Register map, names as in the netlist:
Scale: 1 px per µm. Other sequential cells in the stronger grey, the rest of the logic in the fainter grey.
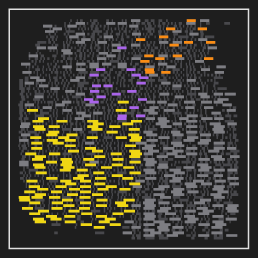
Ports around the boundary:
Scale: 1 px per µm. Pins as bars across the die edge, other pins in grey.
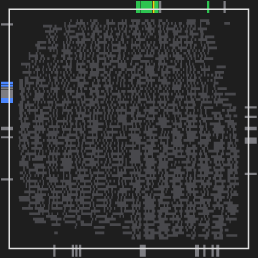
Track usage over the die:
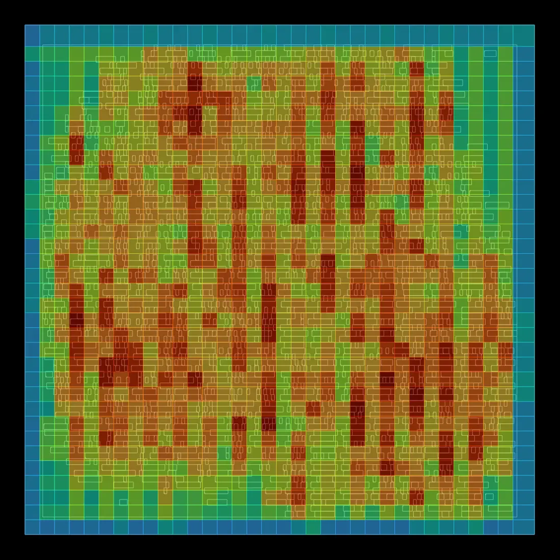
Wiring by layer:
Scale: 1.5 px per µm.
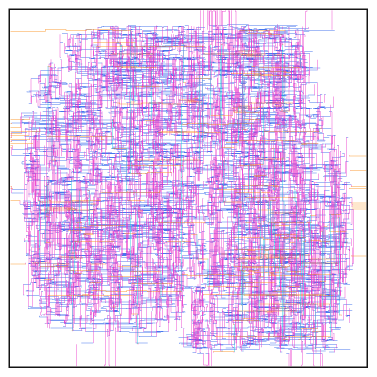
Port wiring:
Scale: 1.5 px per µm.
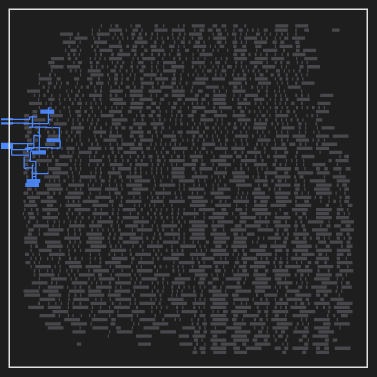
$ cat src/rtl/uart_fifo_hd.sv
// Buffered UART with TX/RX FIFOs, per-direction baud timing, sticky error flags
// and a half-duplex mode that drives a single shared wire and ignores its own echo.

module uart_fifo_hd_fifo #(
    parameter int WIDTH = 8,
    parameter int DEPTH = 16
) (
    input  logic                         clk,
    input  logic                         rst_n,
    input  logic                         push,
    input  logic                         pop,
    input  logic [WIDTH-1:0]             din,
    output logic [WIDTH-1:0]             dout,
    output logic                         full,
    output logic                         empty,
    output logic [$clog2(DEPTH+1)-1:0]   level
);
    localparam int AW = $clog2(DEPTH);
    localparam int LW = $clog2(DEPTH+1);

    logic [WIDTH-1:0] mem [DEPTH];
    logic [AW-1:0]    wr_ptr;
    logic [AW-1:0]    rd_ptr;
    logic             do_push;
    logic             do_pop;

    assign empty   = (level == '0);
    assign full    = (level == LW'(DEPTH));
    assign dout    = mem[rd_ptr];
    // The pop is resolved first, so a push into a full FIFO succeeds alongside a pop.
    assign do_pop  = pop && !empty;
    assign do_push = push && (!full || do_pop);

    always_ff @(posedge clk) begin
        if (do_push) mem[wr_ptr] <= din;
    end

    always_ff @(posedge clk or negedge rst_n) begin
        if (!rst_n) begin
            wr_ptr <= '0;
            rd_ptr <= '0;
            level  <= '0;
        end else begin
            if (do_push) wr_ptr <= wr_ptr + AW'(1);
            if (do_pop)  rd_ptr <= rd_ptr + AW'(1);
            if (do_push && !do_pop)      level <= level + LW'(1);
            else if (do_pop && !do_push) level <= level - LW'(1);
        end
    end
endmodule

module uart_fifo_hd #(
    parameter int    DATA_BITS  = 8,
    parameter string PARITY_BIT = "even",
    parameter int    STOP_BITS  = 2,
    parameter int    FIFO_DEPTH = 16,
    parameter int    DIV_WIDTH  = 16
) (
    input  logic                              clk,
    input  logic                              rst_n,
    input  logic [DIV_WIDTH-1:0]              clk_div,
    input  logic                              half_duplex,
    input  logic [DATA_BITS-1:0]              tx_data,
    input  logic                              tx_wr_en,
    output logic                              tx_full,
    output logic                              tx_empty,
    output logic [$clog2(FIFO_DEPTH+1)-1:0]   tx_level,
    output logic [DATA_BITS-1:0]              rx_data,
    input  logic                              rx_rd_en,
    output logic                              rx_full,
    output logic                              rx_empty,
    output logic [$clog2(FIFO_DEPTH+1)-1:0]   rx_level,
    output logic                              err_parity,
    output logic                              err_frame,
    output logic                              err_overrun,
    output logic                              err_tx_ovf,
    input  logic                              err_clr,
    output logic                              busy,
    output logic                              tx,
    output logic                              tx_oe,
    input  logic                              rx
);
    localparam bit HAS_PAR = (PARITY_BIT != "none");
    localparam bit ODD_PAR = (PARITY_BIT == "odd");
    localparam int GW      = DIV_WIDTH + 4;

    typedef enum logic [2:0] {TX_IDLE, TX_START, TX_DATA, TX_PARITY, TX_STOP} tx_state_t;
    typedef enum logic [2:0] {RX_IDLE, RX_START, RX_DATA, RX_PARITY, RX_STOP} rx_state_t;

    tx_state_t tx_state, tx_next;
    rx_state_t rx_state, rx_next;

    logic [DATA_BITS-1:0] tx_fifo_dout;
    logic                 tx_pop;
    logic                 rx_push_q;
    logic                 hd_reg;
    logic                 hd_nxt;
    logic                 both_idle;
    logic [GW-1:0]        guard;

    uart_fifo_hd_fifo #(.WIDTH(DATA_BITS), .DEPTH(FIFO_DEPTH)) u_tx_fifo (
        .clk(clk), .rst_n(rst_n), .push(tx_wr_en), .pop(tx_pop), .din(tx_data),
        .dout(tx_fifo_dout), .full(tx_full), .empty(tx_empty), .level(tx_level)
    );

    logic [DATA_BITS-1:0] rx_shift;

    uart_fifo_hd_fifo #(.WIDTH(DATA_BITS), .DEPTH(FIFO_DEPTH)) u_rx_fifo (
        .clk(clk), .rst_n(rst_n), .push(rx_push_q), .pop(rx_rd_en), .din(rx_shift),
        .dout(rx_data), .full(rx_full), .empty(rx_empty), .level(rx_level)
    );

    assign both_idle = (tx_state == TX_IDLE) && (rx_state == RX_IDLE);
    assign hd_nxt    = both_idle ? half_duplex : hd_reg;
    assign busy      = (tx_state != TX_IDLE) || !tx_empty;

    // ---------------- transmitter ----------------
    logic [DIV_WIDTH-1:0] tx_div, tx_cnt;
    logic [3:0]           tx_tick_cnt, tx_bit;
    logic [DATA_BITS-1:0] tx_shift;
    logic                 tx_par;
    logic                 tx_tick, tx_bit_end, tx_can_start;

    assign tx_tick      = (tx_cnt == '0);
    assign tx_bit_end   = tx_tick && (tx_tick_cnt == 4'd15);
    assign tx_can_start = !tx_empty && !(hd_reg && (rx_state != RX_IDLE));

    always_comb begin
        tx_next = tx_state;
        tx_pop  = 1'b0;
        case (tx_state)
            TX_IDLE:   if (tx_can_start) begin tx_next = TX_START; tx_pop = 1'b1; end
            TX_START:  if (tx_bit_end) tx_next = TX_DATA;
            TX_DATA:   if (tx_bit_end && tx_bit == 4'(DATA_BITS-1))
                           tx_next = HAS_PAR ? TX_PARITY : TX_STOP;
            TX_PARITY: if (tx_bit_end) tx_next = TX_STOP;
            TX_STOP:   if (tx_bit_end && tx_bit == 4'(STOP_BITS-1)) begin
                           if (tx_can_start) begin tx_next = TX_START; tx_pop = 1'b1; end
                           else tx_next = TX_IDLE;
                       end
            default:   tx_next = TX_IDLE;
        endcase
    end

    always_comb begin
        tx = 1'b1;
        case (tx_state)
            TX_START:  tx = 1'b0;
            TX_DATA:   tx = tx_shift[0];
            TX_PARITY: tx = tx_par;
            default:   tx = 1'b1;
        endcase
    end

    always_ff @(posedge clk or negedge rst_n) begin
        if (!rst_n) tx_state <= TX_IDLE;
        else        tx_state <= tx_next;
    end

    // The divisor is captured per frame so clk_div changes never stretch a frame in flight.
    always_ff @(posedge clk or negedge rst_n) begin
        if (!rst_n) begin
            tx_div      <= '0;
            tx_cnt      <= '0;
            tx_tick_cnt <= '0;
            tx_bit      <= '0;
            tx_shift    <= '0;
            tx_par      <= 1'b0;
        end else if (tx_pop) begin
            tx_div      <= clk_div;
            tx_cnt      <= clk_div;
            tx_tick_cnt <= '0;
            tx_bit      <= '0;
            tx_shift    <= tx_fifo_dout;
            tx_par      <= (^tx_fifo_dout) ^ ODD_PAR;
        end else if (tx_state != TX_IDLE) begin
            if (tx_tick) begin
                tx_cnt      <= tx_div;
                tx_tick_cnt <= tx_tick_cnt + 4'd1;
            end else begin
                tx_cnt <= tx_cnt - DIV_WIDTH'(1);
            end
            if (tx_bit_end) begin
                if (tx_state == TX_DATA) tx_shift <= tx_shift >> 1;
                tx_bit <= (tx_next != tx_state) ? 4'd0 : tx_bit + 4'd1;
            end
        end
    end

    // ---------------- receiver ----------------
    logic                 rx_s1, rx_s2, rx_prev;
    logic [DIV_WIDTH-1:0] rx_div, rx_cnt;
    logic [3:0]           rx_tick_cnt, rx_bit;
    logic                 rx_par, rx_stop_bad;
    logic                 rx_tick, rx_sample, rx_bit_end, rx_hold, rx_start, rx_done;
    logic                 frame_bad, par_bad;
    logic                 frame_evt_q, par_evt_q;

    assign rx_tick    = (rx_cnt == '0);
    assign rx_sample  = rx_tick && (rx_tick_cnt == 4'd7);
    assign rx_bit_end = rx_tick && (rx_tick_cnt == 4'd15);
    // Echo and line-turnaround suppression on the shared wire.
    assign rx_hold    = hd_reg && ((tx_state != TX_IDLE) || (guard != '0));
    assign frame_bad  = rx_stop_bad || !rx_s2;
    assign par_bad    = HAS_PAR && (rx_par != ((^rx_shift) ^ ODD_PAR));

    always_comb begin
        rx_next  = rx_state;
        rx_start = 1'b0;
        rx_done  = 1'b0;
        if (rx_hold) begin
            rx_next = RX_IDLE;
        end else begin
            case (rx_state)
                RX_IDLE:   if (rx_prev && !rx_s2) begin rx_next = RX_START; rx_start = 1'b1; end
                RX_START:  if (rx_sample && rx_s2) rx_next = RX_IDLE;
                           else if (rx_bit_end) rx_next = RX_DATA;
                RX_DATA:   if (rx_bit_end && rx_bit == 4'(DATA_BITS-1))
                               rx_next = HAS_PAR ? RX_PARITY : RX_STOP;
                RX_PARITY: if (rx_bit_end) rx_next = RX_STOP;
                RX_STOP:   if (rx_sample && rx_bit == 4'(STOP_BITS-1)) begin
                               rx_next = RX_IDLE;
                               rx_done = 1'b1;
                           end
                default:   rx_next = RX_IDLE;
            endcase
        end
    end

    always_ff @(posedge clk or negedge rst_n) begin
        if (!rst_n) rx_state <= RX_IDLE;
        else        rx_state <= rx_next;
    end

    always_ff @(posedge clk or negedge rst_n) begin
        if (!rst_n) begin
            rx_s1       <= 1'b1;
            rx_s2       <= 1'b1;
            rx_prev     <= 1'b1;
            rx_div      <= '0;
            rx_cnt      <= '0;
            rx_tick_cnt <= '0;
            rx_bit      <= '0;
            rx_shift    <= '0;
            rx_par      <= 1'b0;
            rx_stop_bad <= 1'b0;
        end else begin
            rx_s1   <= rx;
            rx_s2   <= rx_s1;
            rx_prev <= rx_s2;
            if (rx_start) begin
                rx_div      <= clk_div;
                rx_cnt      <= clk_div;
                rx_tick_cnt <= '0;
                rx_bit      <= '0;
                rx_stop_bad <= 1'b0;
            end else if (rx_state != RX_IDLE) begin
                if (rx_tick) begin
                    rx_cnt      <= rx_div;
                    rx_tick_cnt <= rx_tick_cnt + 4'd1;
                end else begin
                    rx_cnt <= rx_cnt - DIV_WIDTH'(1);
                end
                if (rx_sample) begin
                    case (rx_state)
                        RX_DATA:   rx_shift <= {rx_s2, rx_shift[DATA_BITS-1:1]};
                        RX_PARITY: rx_par   <= rx_s2;
                        RX_STOP:   if (!rx_s2) rx_stop_bad <= 1'b1;
                        default:   ;
                    endcase
                end
                if (rx_bit_end) rx_bit <= (rx_next != rx_state) ? 4'd0 : rx_bit + 4'd1;
            end
        end
    end

    // Frame outcome is registered; the good byte enters the FIFO one cycle after the last stop sample.
    always_ff @(posedge clk or negedge rst_n) begin
        if (!rst_n) begin
            rx_push_q   <= 1'b0;
            frame_evt_q <= 1'b0;
            par_evt_q   <= 1'b0;
        end else begin
            rx_push_q   <= rx_done && !frame_bad && !par_bad;
            frame_evt_q <= rx_done && frame_bad;
            par_evt_q   <= rx_done && !frame_bad && par_bad;
        end
    end

    // ---------------- mode, pad enable, guard, errors ----------------
    always_ff @(posedge clk or negedge rst_n) begin
        if (!rst_n) begin
            hd_reg <= 1'b0;
            tx_oe  <= 1'b0;
            guard  <= '0;
        end else begin
            hd_reg <= hd_nxt;
            tx_oe  <= hd_nxt ? (tx_next != TX_IDLE) : 1'b1;
            if (hd_reg && tx_state == TX_STOP && tx_next == TX_IDLE)
                guard <= {tx_div, 4'hF};
            else if (guard != '0)
                guard <= guard - GW'(1);
        end
    end

    // A new error in the same cycle as err_clr wins.
    always_ff @(posedge clk or negedge rst_n) begin
        if (!rst_n) begin
            err_parity  <= 1'b0;
            err_frame   <= 1'b0;
            err_overrun <= 1'b0;
            err_tx_ovf  <= 1'b0;
        end else begin
            if (par_evt_q)                               err_parity  <= 1'b1;
            else if (err_clr)                            err_parity  <= 1'b0;
            if (frame_evt_q)                             err_frame   <= 1'b1;
            else if (err_clr)                            err_frame   <= 1'b0;
            if (rx_push_q && rx_full && !rx_rd_en)       err_overrun <= 1'b1;
            else if (err_clr)                            err_overrun <= 1'b0;
            if (tx_wr_en && tx_full && !tx_pop)          err_tx_ovf  <= 1'b1;
            else if (err_clr)                            err_tx_ovf  <= 1'b0;
        end
    end
endmodule

$ cat config.mk
export PLATFORM = sky130hd
export DESIGN_NAME = uart_fifo_hd
export DESIGN_NICKNAME = d
export VERILOG_FILES = /design/src/rtl/uart_fifo_hd.sv
export SDC_FILE = /design/constraint.sdc
export NUM_CORES = 1
export LEC_CHECK = 0
export ABC_AREA = 1
export ABC_CLOCK_PERIOD_IN_PS = 3800
export CELL_PAD_IN_SITES_DETAIL_PLACEMENT = 2
export CELL_PAD_IN_SITES_GLOBAL_PLACEMENT = 2
export CORE_MARGIN = 8
export CORE_UTILIZATION = 40
export CTS_CLUSTER_SIZE = 8
export DETAILED_ROUTE_END_ITERATION = 10
export GPL_TIMING_DRIVEN = 0
export PLACE_DENSITY = 0.84
export SLEW_MARGIN = 20
export SYNTH_ARGS = -nofsm -noshare
export SYNTH_HDL_FRONTEND = slang
export SYNTH_SLANG_ARGS = --single-unit
$ cat constraint.sdc
create_clock -name clk -period 3.8 [get_ports clk]
set_clock_uncertainty 0.15 [all_clocks]
set_input_delay 1.14 -clock clk [delete_from_list [all_inputs] [get_ports clk]]
set_output_delay 1.14 -clock clk [all_outputs]
set_load 0.005 [all_outputs]
==> metrics.cfg <==
[cells_and_area]
n_fill_cell = 5123
inverters = 215
diodes = 0
seq_share_pct = 50.70
fin_cells = 2848
clk_share_pct = 7.220
multi_input_comb_cells = 1303
fin_area_mm2 = 0.02322
comb_area_share_pct = 29.75

[power_and_ir_drop]
p_total_uw = 16990
p_clk_uw = 4950
seq_power_share_pct = 35.5
leakage_uw = 0.01011
p_per_area_mw_per_mm2 = 731.6
clkPwrFrac_pct = 29.1

[place]
gp_congestion = 0.8452

[synthesis]
yosys_area_mm2 = 0.01967
edf_count = 256
syn_avg_cell_area_um2 = 9.795
synthAoiAreaFrac_pct = 8.760
ys_top_cells_by_area = edfxtp_1 (39%), dfrtp_1 (20%), nand2_1 (9.3%)
top_cell_area_share_pct = 39.08
ys_cells = 2008
fa_ha_area_share_pct = 1.985
ys_ff = 419

[route]
drt-met1-wl_um = 28320
first_iter_violations = 961
ant_nets = 0
drt-vias-per-instance = 5.519
top_layer = met4
drc = 0

[clock_network]
cts_setup_buffers = 10
cts_buffers = 58
htreeDepth = 2

[setup_path]
slowest_delay_ns = 0.44
reg2reg_setup_slack_ns = 0.17
crit_fanout = 10
crit_family = buffers and inverters
crit_end = rx_data[7]
r2r_end = u_tx_fifo.level[4]$_DFFE_PN0P_
end_kind = primary output
crit_start = u_rx_fifo.rd_ptr[0]$_DFFE_PN0P_

[final_timing]
final-hold-violation-count = 0
final.setup.tns_ns = 0
worst-slew-pin-transition_ns = 1.114

[global_routing]
grt_max_degree = 91
antenna_found_initial = 0

[hold_path]
worstHoldStart = rx_s1$_DFF_PN1_

[die]
core_area_mm2 = 0.04875
die_x_um = 237.7
initCoreUtil_pct = 40.35

[outcome]
status = finished clean

Back to the opening pictures, 'register map, names as in the netlist':
legend:
  yellow:
    signal: u_tx_fifo.mem
    flops: 128
  purple:
    signal: guard
    flops: 20
  orange:
    signal: rx_div
    flops: 16
Seq power: 6030 µW
fin util: 47.64%

Back to the opening pictures, 'ports around the boundary':
legend:
  green:
    port: clk_div
    pins: 16
    direction: input
    edge: top
  blue:
    port: tx_level
    pins: 5
    direction: output
    edge: left
  yellow:
    port: rx
    pins: 1
    direction: input
    edge: top
all pins by edge: 19 top, 17 left, 15 bottom, 9 right

Back to the opening pictures, 'track usage over the die':
met3 usage: 4.389%
GR Util met2: 45.51%
Top Usage Layer GRT: met2
GR Layer Usage met1: 29.11%
WL per Instance: 24.91 µm

Back to the opening pictures, 'wiring by layer':
legend:
  orange:
    layer: met3
    wire_length: 3280 µm
  blue:
    layer: met1
    wire_length: 28.3 mm
  cyan:
    layer: met4
    wire_length: 2640 µm
  magenta:
    layer: met2
    wire_length: 36.7 mm
DRT Wirelength: 70950 µm
GRT Total Usage: 25.08%
detailed-route via count: 15718

Back to the opening pictures, 'port wiring':
legend:
  blue:
    port: tx_level
    bits: 5
    direction: output
    edge: left
    end_cells: 5
    buffers: 5
    wire: 295 µm
PortBufs: 59
I/O pin count: 60

[placed cells by master, fill, tap and decap left out, types with 5 or more instances in the layout]
cell type	instances
xnor2_1	13
a31oi_1	10
clkbuf_8	6
clkbuf_2	6
o32ai_1	6
inv_2	10
nand4_1	12
edfxtp_1	256
dfrtp_1	157
nor2_4	7
clkbuf_16	61
xor2_1	46
a21oi_1	28
o21ai_2	19
nor2_2	14
o21ai_1	10
dlygate4sd2_1	7
o221ai_1	21
nand3_2	12
nor2_1	205
o221ai_2	7
ha_1	25
nand2_2	6
nand3_1	134
clkdlybuf4s50_1	50
o211ai_1	20
mux2i_1	17
mux2i_2	7
nand2_4	5
nor3_1	14
buf_4	14
nand2_1	488
clkbuf_1	65
o2111ai_1	6
o21ai_0	134
inv_1	199
buf_2	18
No activity file was given, so power comes from the tool's default toggle rates.
